==> images/registers.png <==
(1 px per um)
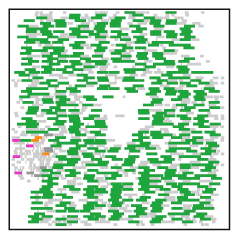
==> images/final_congestion.png <==
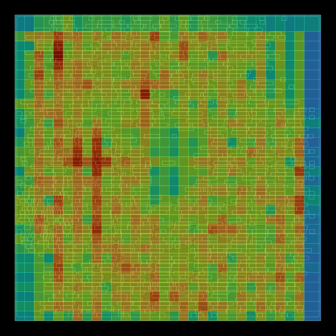
==> config.mk <==
export PLATFORM = sky130hd
export DESIGN_NAME = inst_queue
export DESIGN_NICKNAME = d
export VERILOG_FILES = /design/src/rtl/inst_queue_pkg.sv /design/src/rtl/inst_queue.sv
export SDC_FILE = /design/constraint.sdc
export NUM_CORES = 1
export LEC_CHECK = 0
export CORE_MARGIN = 1
export CORE_UTILIZATION = 45
export CTS_CLUSTER_DIAMETER = 80
export DETAILED_ROUTE_END_ITERATION = 7
export HOLD_SLACK_MARGIN = 0.15
export MAX_ROUTING_LAYER = met4
export SKIP_CTS_REPAIR_TIMING = 1
export SLEW_MARGIN = 40
export SYNTH_ARGS = -nofsm -noshare
export SYNTH_HDL_FRONTEND = slang
export SYNTH_SLANG_ARGS = --single-unit
export TNS_END_PERCENT = 10
==> constraint.sdc <==
create_clock -name clk -period 11.15 [get_ports clk]
set_clock_uncertainty 0.15 [all_clocks]
set_input_delay 1.6725 -clock clk [delete_from_list [all_inputs] [get_ports clk]]
set_output_delay 1.6725 -clock clk [all_outputs]
set_load 0.02 [all_outputs]
==> src/rtl/inst_queue_pkg.sv <==
// Shared fetch/decode types for the instruction queue.
//   pipe_in_t : one fetched entry (67 bits), passed through the queue unmodified.
//   IQ_DEPTH  : default queue depth.
package inst_queue_pkg;

  localparam int unsigned IQ_DEPTH = 8;

  typedef struct packed {
    logic [31:0] pc;
    logic [31:0] instruction;
    logic        prediction;
    logic        branch;
    logic        jump;
  } pipe_in_t;

endpackage

==> src/rtl/inst_queue.sv <==
// Instruction queue between fetch and decode/rename. Holds fetched entries in
// program order, stalls fetch through `full`, and drops everything on a flush.
//   clk, reset (sync, active-high), flush : control
//   push_valid, pipe_in, full             : fetch side
//   out_valid, pipe_out, pop_ready        : decode side
//   count                                 : occupancy, 0..DEPTH
module inst_queue
  import inst_queue_pkg::*;
#(
  parameter int unsigned DEPTH = IQ_DEPTH,
  parameter int unsigned PTR_W = $clog2(DEPTH)
) (
  input  logic             clk,
  input  logic             reset,
  input  logic             flush,
  input  logic             push_valid,
  input  pipe_in_t         pipe_in,
  output logic             full,
  output logic             out_valid,
  output pipe_in_t         pipe_out,
  input  logic             pop_ready,
  output logic [PTR_W:0]   count
);

  localparam logic [PTR_W:0] FullCount = (PTR_W + 1)'(DEPTH);

  pipe_in_t             mem_q [DEPTH];
  logic     [PTR_W-1:0] wr_ptr_q;
  logic     [PTR_W-1:0] rd_ptr_q;
  logic     [PTR_W:0]   count_q;
  logic                 push;
  logic                 pop;

  // Flags come only from registered state: a pop while full does not open a
  // slot for a same-cycle push, so fetch must hold its entry.
  always_comb begin
    full      = (count_q == FullCount);
    out_valid = (count_q != '0);
    push      = push_valid & ~full;
    pop       = pop_ready & out_valid;
    pipe_out  = mem_q[rd_ptr_q];
    count     = count_q;
  end

  always_ff @(posedge clk) begin
    if (reset || flush) begin
      // Storage is left as-is; only pointers and occupancy are cleared.
      wr_ptr_q <= '0;
      rd_ptr_q <= '0;
      count_q  <= '0;
    end else begin
      if (push) begin
        mem_q[wr_ptr_q] <= pipe_in;
        wr_ptr_q        <= wr_ptr_q + PTR_W'(1);
      end
      if (pop) begin
        rd_ptr_q <= rd_ptr_q + PTR_W'(1);
      end
      count_q <= count_q + (PTR_W + 1)'(push) - (PTR_W + 1)'(pop);
    end
  end

endmodule

==> results_dict.tcl <==
# yosys + openroad results
set metrics [dict create \
    status "complete, no violations" \
    topCombFamilyByArea "multiplexers" \
    layout_top_cell "edfxtp_1" \
    crit_path_end "pipe_out[38]" \
    port_buffers 144 \
    synth_seq_share_pct 77.4 \
    syn_area_um2 21100 \
    layout-drive-gt1-share_pct 27.4 \
    cp-end-kind "output port" \
    ys_warn_count 0 \
    swShare_pct 20.3 \
    h-tree-depth 2 \
    ir_drop_mv 0.112 \
    dp_hpwl_um 21200 \
    tns_ps 0 \
    routed-wl-met3_um 2010 \
    top_register "mem_q" \
    p_int_mw 3.38 \
    tool_warnings 27 \
    drt_iter0_drc 546 \
    slowest_delay_ps 650 \
    aoi_share_pct 0.438 \
    slew_headroom_pct 48.4 \
    r2r_cells 8 \
    rsz0062_at_grt "no" \
    ios 145 \
    leakage_nw 7.80 \
    cp_cell_sequence "buf_12, buf_6, mux4_1, mux2_4, clkdlybuf4s50_1" \
    antenna_found_initial 1 \
    mostFrequentLayoutCells "536 x edfxtp_1, 144 x clkdlybuf4s50_1, 118 x mux4_2" \
    fill_cells 3569 \
    rows 79 \
    cts_made_buffers 54 \
    met1Wirelength_um 18200 \
    power.density_nw_per_um2 169 \
    ant_nets 0 \
    placed_area_um2 23400 \
    cp_slowest_cell "mux4_1" \
    largest_reg_flops 536 \
    drtPass1Iterations 4 \
    avgSynthCellArea_um2 24.6 \
    path_clk_slew_ps 60 \
    p_sw_mw 0.862 \
    hp-start "rd_ptr_q[2]" \
    hold_class "register to register" \
    regToRegEndpoint "mem_q[0][40]" \
    setup_viol 0 \
    grt_pass1_wl_um 60900 \
    dieWidth_um 219 \
    nets 1124 \
    wirelength_um 40500 \
    design_area_um2 25000 \
    area_growth_pct 18.5 \
    highest_layer "met4" \
    mux_share_pct 19.2 \
    drcViolationCount 0 \
    gp_congestion 0.722 \
    finalHoldViolations 0 \
    grt_pass1_vias 9770 \
    wl_per_cell_um 23.9 \
    die_h_um 219 \
    grt_max_degree 69 \
    core_um2 46500 \
    path_depth 5 \
    fp_util_pct 45.5 \
]
Notes on registers.png above:
Magenta marks `count`, flops 4. Green marks `mem_q`, flops 536, where spread over the die. Orange marks `rd_ptr_q`, flops 3.
Another 6 sequential cells are not colored.

Notes on final_congestion.png above:
met3 Track Usage GR: 3.54%
GRT Util Overall: 18.0%

## area by class of cell
type                    count  area, um2  area share, %
flip-flops and latches    549      16400           65.3
repair buffers            168       1700           6.78
diodes                      1       2.50        0.00999
well taps                 607        759           3.03
clock buffers              66       1420           5.66
multi-input cells         263       4510           18.0
inverters                   8       30.0          0.120
clock inverters            34        258           1.03
## per-stage QoR
step	power, mW	utilization [%]	hold WS (ps)	setup slack (ps)
6_report	4.25	53.9	347	5880
5_1_grt	4.38	53.9	424	5680
4_1_cts	4.30	53.9	350	5770
3_5_place_dp	2.56	50.3	341	5560
3_3_place_gp	2.56	50.1	343	5650
2_1_floorplan	2.45	-	327	1990
## synthesized netlist by cell type
master	number	area share (%)
a21oi_1	11	0.26
buf_6	1	0.053
edfxtp_1	536	76
o21ai_0	6	0.14
or3_1	5	0.15
nor3b_1	3	0.11
a21o_1	1	0.036
mux2_2	7	0.37
or4_1	1	0.036
dfxtp_1	13	1.2
nand2_1	8	0.14
nand4_1	1	0.030
nor3_1	2	0.047
clkbuf_4	2	0.071
nor4_1	2	0.059
nand3_1	3	0.071
and2_1	1	0.030
mux4_1	16	2.0
fa_1	1	0.095
mux2i_1	1	0.047
or3b_1	1	0.041
ha_1	7	0.41
clkbuf_1	13	0.23
xor2_1	2	0.083
nor2_1	5	0.089
mux2_4	60	4.3
inv_1	7	0.12
inv_2	1	0.018
buf_12	7	0.66
mux4_2	118	13
or2_2	1	0.030
buf_2	16	0.38
## power groups by stage
stage | Combinational (mW) | Sequential (mW) | Clock, mW
6_report | 0.224 | 2.29 | 1.73
5_1_grt | 0.239 | 2.29 | 1.85
4_1_cts | 0.227 | 2.29 | 1.78
3_5_place_dp | 0.225 | 2.33 | 0
3_3_place_gp | 0.222 | 2.33 | 0
2_1_floorplan | 0.113 | 2.33 | 0
Power figures rest on the tool's default switching activity, not on a simulated workload.
